===== config.mk =====
export PLATFORM = sky130hd
export DESIGN_NAME = seq_divider_flat
export DESIGN_NICKNAME = d
export VERILOG_FILES = /design/src/rtl/seq_divider_pkg.sv /design/src/rtl/seq_divider_if.sv /design/src/rtl/div_sub_row.sv /design/src/rtl/seq_divider.sv /design/src/flat_wrapper.sv
export SDC_FILE = /design/constraint.sdc
export NUM_CORES = 1
export LEC_CHECK = 0
export ABC_AREA = 0
export CAP_MARGIN = 20
export CORE_AREA = 3 3 116 118
export CTS_CLUSTER_DIAMETER = 120
export CTS_CLUSTER_SIZE = 16
export DETAILED_ROUTE_END_ITERATION = 10
export DIE_AREA = 0 0 119 121
export GPL_ROUTABILITY_DRIVEN = 0
export PLACE_DENSITY_LB_ADDON = 0.25
export SLEW_MARGIN = 0
export SYNTH_ARGS = -nofsm -noshare
export SYNTH_HDL_FRONTEND = slang
export SYNTH_HIERARCHICAL = 1
export SYNTH_SLANG_ARGS = --single-unit

===== constraint.sdc =====
create_clock -name clk -period 8.1 [get_ports clk]
set_input_delay 1.215 -clock clk [delete_from_list [all_inputs] [get_ports clk]]
set_output_delay 1.215 -clock clk [all_outputs]
set_load 0.03 [all_outputs]

===== src/rtl/seq_divider_pkg.sv =====
// rtl/seq_divider_pkg.sv - shared types and constants for the sequential divider
// Contents: state encoding, default operand width, iteration counter width helper.
package seq_divider_pkg;

    localparam int DEF_WIDTH = 16;

    typedef enum logic [2:0] {
        S_IDLE = 3'd0,
        S_PREP = 3'd1,
        S_ITER = 3'd2,
        S_FIX  = 3'd3,
        S_DONE = 3'd4
    } state_t;

    // Counter must hold WIDTH-1, the index of the last iteration.
    function automatic int cnt_width(input int width);
        return $clog2(width);
    endfunction

endpackage


===== src/rtl/seq_divider_if.sv =====
// rtl/seq_divider_if.sv - request/result interface of the sequential divider
// master: start, signed_op, dividend, divisor out; busy, done, quotient, remainder, div_by_zero in.
// slave:  mirror of master (the divider side).
interface seq_divider_if
    import seq_divider_pkg::*;
#(
    parameter int WIDTH = DEF_WIDTH
);
    logic             start;
    logic             signed_op;
    logic [WIDTH-1:0] dividend;
    logic [WIDTH-1:0] divisor;
    logic             busy;
    logic             done;
    logic [WIDTH-1:0] quotient;
    logic [WIDTH-1:0] remainder;
    logic             div_by_zero;

    modport master (
        output start, signed_op, dividend, divisor,
        input  busy, done, quotient, remainder, div_by_zero
    );

    modport slave (
        input  start, signed_op, dividend, divisor,
        output busy, done, quotient, remainder, div_by_zero
    );
endinterface


===== src/rtl/div_sub_row.sv =====
// rtl/div_sub_row.sv - N-bit ripple subtractor, diff = a - b, borrow out
// Ports: a, b (minuend, subtrahend), diff (difference), borrow (1 when a < b).
module div_sub_row #(
    parameter int N = 17
) (
    input  logic [N-1:0] a,
    input  logic [N-1:0] b,
    output logic [N-1:0] diff,
    output logic         borrow
);
    logic bw;

    always_comb begin
        bw   = 1'b0;
        diff = '0;
        for (int i = 0; i < N; i++) begin
            diff[i] = a[i] ^ b[i] ^ bw;
            bw      = (~a[i] & b[i]) | (~(a[i] ^ b[i]) & bw);
        end
        borrow = bw;
    end
endmodule


===== src/rtl/seq_divider.sv =====
// rtl/seq_divider.sv - multi-cycle restoring divider (DIV/DIVU), one quotient bit per cycle
// Ports: clk, rst_n (async, active low); bus (seq_divider_if.slave): start/signed_op/
//        dividend/divisor in, busy/done/quotient/remainder/div_by_zero out.
// Macro DIV_SIGNED_EN: adds signed operation (PREP/FIX states); undefined = unsigned only.
module seq_divider
    import seq_divider_pkg::*;
#(
    parameter int WIDTH = DEF_WIDTH
) (
    input  logic          clk,
    input  logic          rst_n,
    seq_divider_if.slave  bus
);
    localparam int               CNT_W    = cnt_width(WIDTH);
    localparam logic [CNT_W-1:0] CNT_LAST = CNT_W'(WIDTH - 1);

    state_t           state, state_nxt;
    logic [WIDTH-1:0] quo;      // dividend, then quotient bits shifted in from the LSB
    logic [WIDTH-1:0] rem;      // partial remainder
    logic [WIDTH-1:0] dmag;     // divisor (magnitude once PREP has run)
    logic [WIDTH-1:0] q_out;
    logic [WIDTH-1:0] r_out;
    logic [CNT_W-1:0] cnt;
    logic             dbz;
    logic             last;
    logic             busy_c;
    logic             done_c;

    logic [WIDTH:0]   shifted;
    logic [WIDTH:0]   trial;
    logic             borrow;
    logic [WIDTH-1:0] rem_step;
    logic [WIDTH-1:0] quo_step;

`ifdef DIV_SIGNED_EN
    logic op_sgn;
    logic sign_q;
    logic sign_r;
`else
    logic zero_pend;
    wire  unused_signed_op = bus.signed_op;
`endif

    assign last    = (cnt == CNT_LAST);
    assign shifted = {rem, quo[WIDTH-1]};

    div_sub_row #(.N(WIDTH + 1)) u_sub (
        .a      (shifted),
        .b      ({1'b0, dmag}),
        .diff   (trial),
        .borrow (borrow)
    );

    // On borrow the shifted value is below the divisor, so it fits in WIDTH bits;
    // without borrow the difference is below the divisor as well.
    assign rem_step = borrow ? shifted[WIDTH-1:0] : trial[WIDTH-1:0];
    assign quo_step = {quo[WIDTH-2:0], ~borrow};
    wire   unused_trial_msb = trial[WIDTH];

    always_ff @(posedge clk or negedge rst_n) begin
        if (!rst_n) state <= S_IDLE;
        else        state <= state_nxt;
    end

    always_comb begin
        state_nxt = state;
        busy_c    = (state != S_IDLE);
        done_c    = (state == S_DONE);
        case (state)
            S_IDLE: begin
                if (bus.start) begin
`ifdef DIV_SIGNED_EN
                    state_nxt = S_PREP;
`else
                    state_nxt = S_ITER;
`endif
                end
            end
`ifdef DIV_SIGNED_EN
            S_PREP: state_nxt = (dmag == '0) ? S_DONE : S_ITER;
            S_ITER: if (last) state_nxt = S_FIX;
            S_FIX:  state_nxt = S_DONE;
`else
            S_ITER: if (zero_pend || last) state_nxt = S_DONE;
`endif
            S_DONE: state_nxt = S_IDLE;
            default: state_nxt = S_IDLE;
        endcase
    end

    always_ff @(posedge clk or negedge rst_n) begin
        if (!rst_n) begin
            quo    <= '0;
            rem    <= '0;
            dmag   <= '0;
            q_out  <= '0;
            r_out  <= '0;
            cnt    <= '0;
            dbz    <= 1'b0;
`ifdef DIV_SIGNED_EN
            op_sgn <= 1'b0;
            sign_q <= 1'b0;
            sign_r <= 1'b0;
`else
            zero_pend <= 1'b0;
`endif
        end else begin
            case (state)
                S_IDLE: begin
                    if (bus.start) begin
                        quo  <= bus.dividend;
                        dmag <= bus.divisor;
                        rem  <= '0;
                        cnt  <= '0;
                        dbz  <= 1'b0;
`ifdef DIV_SIGNED_EN
                        op_sgn <= bus.signed_op;
`else
                        zero_pend <= (bus.divisor == '0);
`endif
                    end
                end
`ifdef DIV_SIGNED_EN
                S_PREP: begin
                    if (dmag == '0) begin
                        q_out <= '1;
                        r_out <= quo;
                        dbz   <= 1'b1;
                    end else begin
                        if (op_sgn && quo[WIDTH-1])  quo  <= -quo;
                        if (op_sgn && dmag[WIDTH-1]) dmag <= -dmag;
                        sign_q <= op_sgn & (quo[WIDTH-1] ^ dmag[WIDTH-1]);
                        sign_r <= op_sgn & quo[WIDTH-1];
                        rem    <= '0;
                        cnt    <= '0;
                    end
                end
                S_ITER: begin
                    rem <= rem_step;
                    quo <= quo_step;
                    cnt <= cnt + 1'b1;
                end
                S_FIX: begin
                    // MIN / -1: magnitude quotient is MIN and sign_q is 0, so MIN passes through.
                    q_out <= sign_q ? -quo : quo;
                    r_out <= sign_r ? -rem : rem;
                end
`else
                S_ITER: begin
                    if (zero_pend) begin
                        q_out <= '1;
                        r_out <= quo;
                        dbz   <= 1'b1;
                    end else begin
                        rem <= rem_step;
                        quo <= quo_step;
                        cnt <= cnt + 1'b1;
                        if (last) begin
                            q_out <= quo_step;
                            r_out <= rem_step;
                        end
                    end
                end
`endif
                default: ;
            endcase
        end
    end

    assign bus.busy        = busy_c;
    assign bus.done        = done_c;
    assign bus.quotient    = q_out;
    assign bus.remainder   = r_out;
    assign bus.div_by_zero = dbz;

endmodule


===== src/flat_wrapper.sv =====
// flat-port wrapper written by rule: the top's interface ports become plain ports
module seq_divider_flat import seq_divider_pkg::*;
#(
    parameter int WIDTH = DEF_WIDTH
)
  (clk, rst_n, bus_start, bus_signed_op, bus_dividend, bus_divisor, bus_busy, bus_done, bus_quotient, bus_remainder, bus_div_by_zero);
  seq_divider_if #(.WIDTH(WIDTH)) bus_i ();
  input  logic clk;
  input  logic rst_n;
  input wire logic [$bits(bus_i.start)-1:0] bus_start;
  input wire logic [$bits(bus_i.signed_op)-1:0] bus_signed_op;
  input wire logic [$bits(bus_i.dividend)-1:0] bus_dividend;
  input wire logic [$bits(bus_i.divisor)-1:0] bus_divisor;
  output wire logic [$bits(bus_i.busy)-1:0] bus_busy;
  output wire logic [$bits(bus_i.done)-1:0] bus_done;
  output wire logic [$bits(bus_i.quotient)-1:0] bus_quotient;
  output wire logic [$bits(bus_i.remainder)-1:0] bus_remainder;
  output wire logic [$bits(bus_i.div_by_zero)-1:0] bus_div_by_zero;
  assign bus_i.start = bus_start;
  assign bus_i.signed_op = bus_signed_op;
  assign bus_i.dividend = bus_dividend;
  assign bus_i.divisor = bus_divisor;
  assign bus_busy = bus_i.busy;
  assign bus_done = bus_i.done;
  assign bus_quotient = bus_i.quotient;
  assign bus_remainder = bus_i.remainder;
  assign bus_div_by_zero = bus_i.div_by_zero;
  seq_divider #(.WIDTH(WIDTH)) u_core (.clk(clk), .rst_n(rst_n), .bus(bus_i));
endmodule

==> CHANGELOG.md <==
### Implementation results

- Status: finished, final reports clean
- Top cells by area, synth: dfrtp_1, mux2_2, fa_1
- Mean Syn Cell Area: 12.47 um^2
- Number of buffers added on ports: 69
- Hpwl dp: approximately 6800 um
- Global-route wire length before repair: about 16000 um
- Final slew viol count: 0
- Least-Margin Pin Slew: 1.012 ns
- Cell with the most instances after synthesis: dfrtp_1
- Layer with the highest usage: met2
- Final instance area: 5475 um^2
- Switching Share: 39.37%
- Hold/Removal Path Class: reg -> reg
- Drc violations: 0
- CP Launch Type: flip-flop
- YS warnings: 6
- GRT met3 Usage: 3.217%
- Area Growth Syn to Fin: 26.51%
- Yosys Chip Area: ~4300 um^2
- Routed WL: 9359 um
- Post-CTS resize count: 0
- WL per Instance: 15.86 um
- Switching pwr: 0.001006 W
- Share of layout cells above drive strength 1: 16.75%
- GRT overflow: 0
- RSZ-0062 raised after global routing: no
- Post-synth top area cell: dfrtp_1
- Clock skew: between 0.007 and 0.008 ns
- Core Footprint: 12570 um^2
- Initial DRC Count: 203
- Initial core utilization: 34.44%
- Placed inst area: 5174 um^2
- Pwr dens: about 470 nW/um^2
- Slowest CP cell: fa_1
- Peak supply drop: 0.0001286 V
- Reg clk slew, reported paths: 0.06 ns
- CTS Root Cell: clkbuf_16
- CTS Buf Count: 9
- Final #Nets: around 470
- Top cells by count, synth: dfrtp_1, mux2_2, inv_1
- Max_cap viols: 0
- Post-synth seq share: 50.88%
- Sequential power share: approximately a third
- Crit path max fanout: 17
- Synth Register Bits: 88
- Minimum clock period: between 7 and 8 ns
- H-Tree Level Count: 3
- Final hold vios: 0
- Place WS: 0.4127 ns
- Total chip power: 0.002555 W
- Post-CTS Setup Bufs: 0
- Crit-path most repeated cell: fa_1
- Combinational share of power: 50.6%
- Via density: ~4.7
- FP Rows: around 41
- Vias in the first global route: 2994
- Worst Path Arrival: between 7 and 8 ns
- Log Warnings: 28
- Total buffers and inverters traversed by the critical path: 6
- Worst-Skew Late Latency: ~0.34 ns
- CTS tree: yes
- Crit end category: flip-flop
- Die area: 14400 um^2
- TritonCTS sink count: roughly 88
- Detailed-router iteration count before antenna repair: 4
- EDFF count, synth: 0
- Met2 Use GR: 20.91%
- Largest net degree at the start of global routing: 49
- Crit Path Category: reg -> reg
- Via count: 2798
- Grt met1 use: 19.51%
- CP delay by family, top: adder cells
- Yosys cell count: 347
- Synthesized area: 4328 um^2
- Asr flop ratio synth: 100.0%
- Die Y: 121 um
- # hold bufs at CTS: 0
- Initial antenna violation count: 0
- Total track usage: 13.89%
- Clk pwr share: 16.4%
- N_diodes: 0
- Dominant cell area share: roughly half
- Final setup vio count: 0
- Distinct lib cells used: 36
- Fin crit share: 94.99%
- P_leak: 2.403 nW
- Fin Setup TNS: 0 ns
- Slew margin rel.: 32.51%
- I/O pin cnt: 71
- Synthesized Nets: 401
[sequential cells by signal, summed over array words and instances (netlist names)]
signal,flops
u_core/bus.quotient,16
u_core/bus.remainder,16
u_core/rem,16
u_core/dmag,16
u_core/bus.div_by_zero,1
u_core/zero_pend,1
u_core/quo,16
u_core/cnt,4
u_core/state,2
[worst paths after layout]
check	cells after the start	slack, ns	from	to
worst max-delay path	26	0.41	u_core/quo[15]	u_core/bus.remainder[5]
worst min register to register	1	0.50	u_core/bus.remainder[12]	u_core/bus.remainder[12]
min in group asynchronous	1	0.85	rst_n	u_core/bus.remainder[0]
worst min-delay path	1	0.50	u_core/bus.remainder[12]	u_core/bus.remainder[12]
worst max register to register	26	0.41	u_core/quo[15]	u_core/bus.remainder[5]
max in group asynchronous	2	6.21	rst_n	u_core/bus.remainder[11]
[layer usage]
metal | up-vias | share of wire [%] | wire [um]
met3 | 10 | 4.0 | 376
met1 | 1393 | 50 | 4641
met2 | 57 | 45 | 4195
met4 | 0 | 1.5 | 145
li1 | 1338 | - | -
met5 | - | 0 | 0
[cells by family after synthesis]
logic type | after synthesis | share of synthesized area, %
compound gates | 60 | 10.15
xor+xnor | 1 | 0.2024
fa+ha+maj | 18 | 7.979
buf+inv | 60 | 5.840
flops | 88 | 50.88
mux | 80 | 20.24
other cells | 1 | 0.08665
simple gates | 39 | 4.626
[power by group through the flow]
stage               clock network, W  logic [W]  registers (W)
detailed placement                 0    0.00131       0.000854
CTS                         0.000434    0.00131       0.000847
floorplan                          0   0.000789       0.000959
global route                0.000452    0.00144       0.000879
finish                      0.000420    0.00129       0.000843
global placement                   0    0.00129       0.000842
[cell usage in the layout (no fill, tap or decap), types with 2 or more instances in the layout]
| master | netlist | final |
|---|---|---|
| dfrtp_1 | 88 | 88 |
| clkdlybuf4s50_1 | 0 | 68 |
| mux2_2 | 48 | 48 |
| inv_1 | 40 | 40 |
| mux2i_1 | 20 | 20 |
| o21ai_0 | 19 | 19 |
| nand2_1 | 18 | 18 |
| o22a_1 | 16 | 16 |
| o2bb2ai_1 | 16 | 16 |
| fa_1 | 16 | 16 |
| mux2_1 | 12 | 12 |
| clkbuf_16 | 0 | 9 |
| buf_4 | 2 | 7 |
| nor4_1 | 4 | 4 |
| clkbuf_1 | 6 | 3 |
| nor2_1 | 3 | 3 |
| nand2b_1 | 3 | 3 |
| clkbuf_8 | 0 | 2 |
| nor2b_1 | 2 | 2 |
| or3b_1 | 2 | 2 |
| a22o_1 | 2 | 2 |
| a21oi_1 | 2 | 2 |
| a31oi_1 | 2 | 2 |
| ha_1 | 2 | 2 |
[through the flow]
stage                     utilization (%)  cells
after floorplan                         -    347
after global placement              41.16    574
after detailed placement            41.16    574
after CTS                           43.56    590
after global routing                43.56    590
final                               43.56    590
[cell type report]
| cell class | instances | area share, % |
|---|---|---|
| Sequential cell | 88 | 40.22 |
| Clock inverter | 2 | 0.6856 |
| Inverter | 40 | 2.742 |
| Tap cell | 172 | 3.931 |
| Clock buffer | 14 | 4.822 |
| Multi-Input combinational cell | 199 | 34.21 |
| Timing Repair Buffer | 75 | 13.39 |
Figure 1. The metal 1 layer.
The bar under the picture is 20 um long.
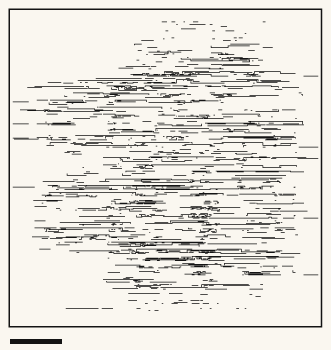
nets with wire on the layer: 409
longest straight run: 40.9 um
main direction: horizontal
wire length on this layer: 4640 um
share of all routed wire: 50%

Figure 2. Metal 2.
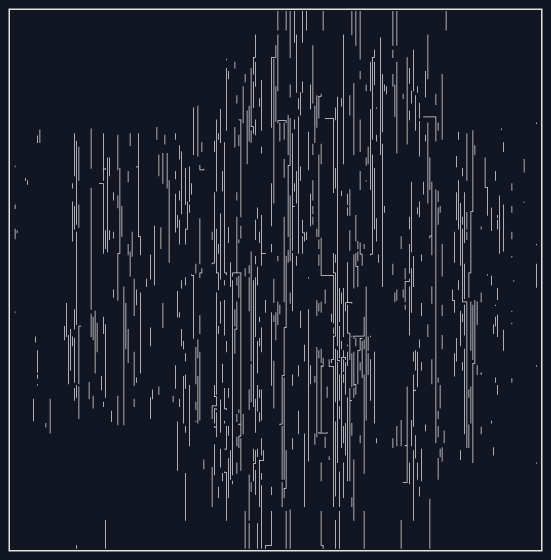
main direction: vertical
wire length on this layer: 4200 um
share of all routed wire: 45%
longest straight run: 56.8 um
nets with wire on the layer: 399

Figure 3. Met3 routing.
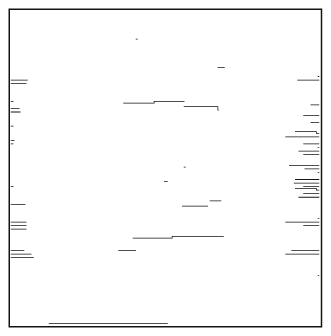
main direction: horizontal
wire length on this layer: 376 um

Power figures rest on the tool's default switching activity, not on a simulated workload.
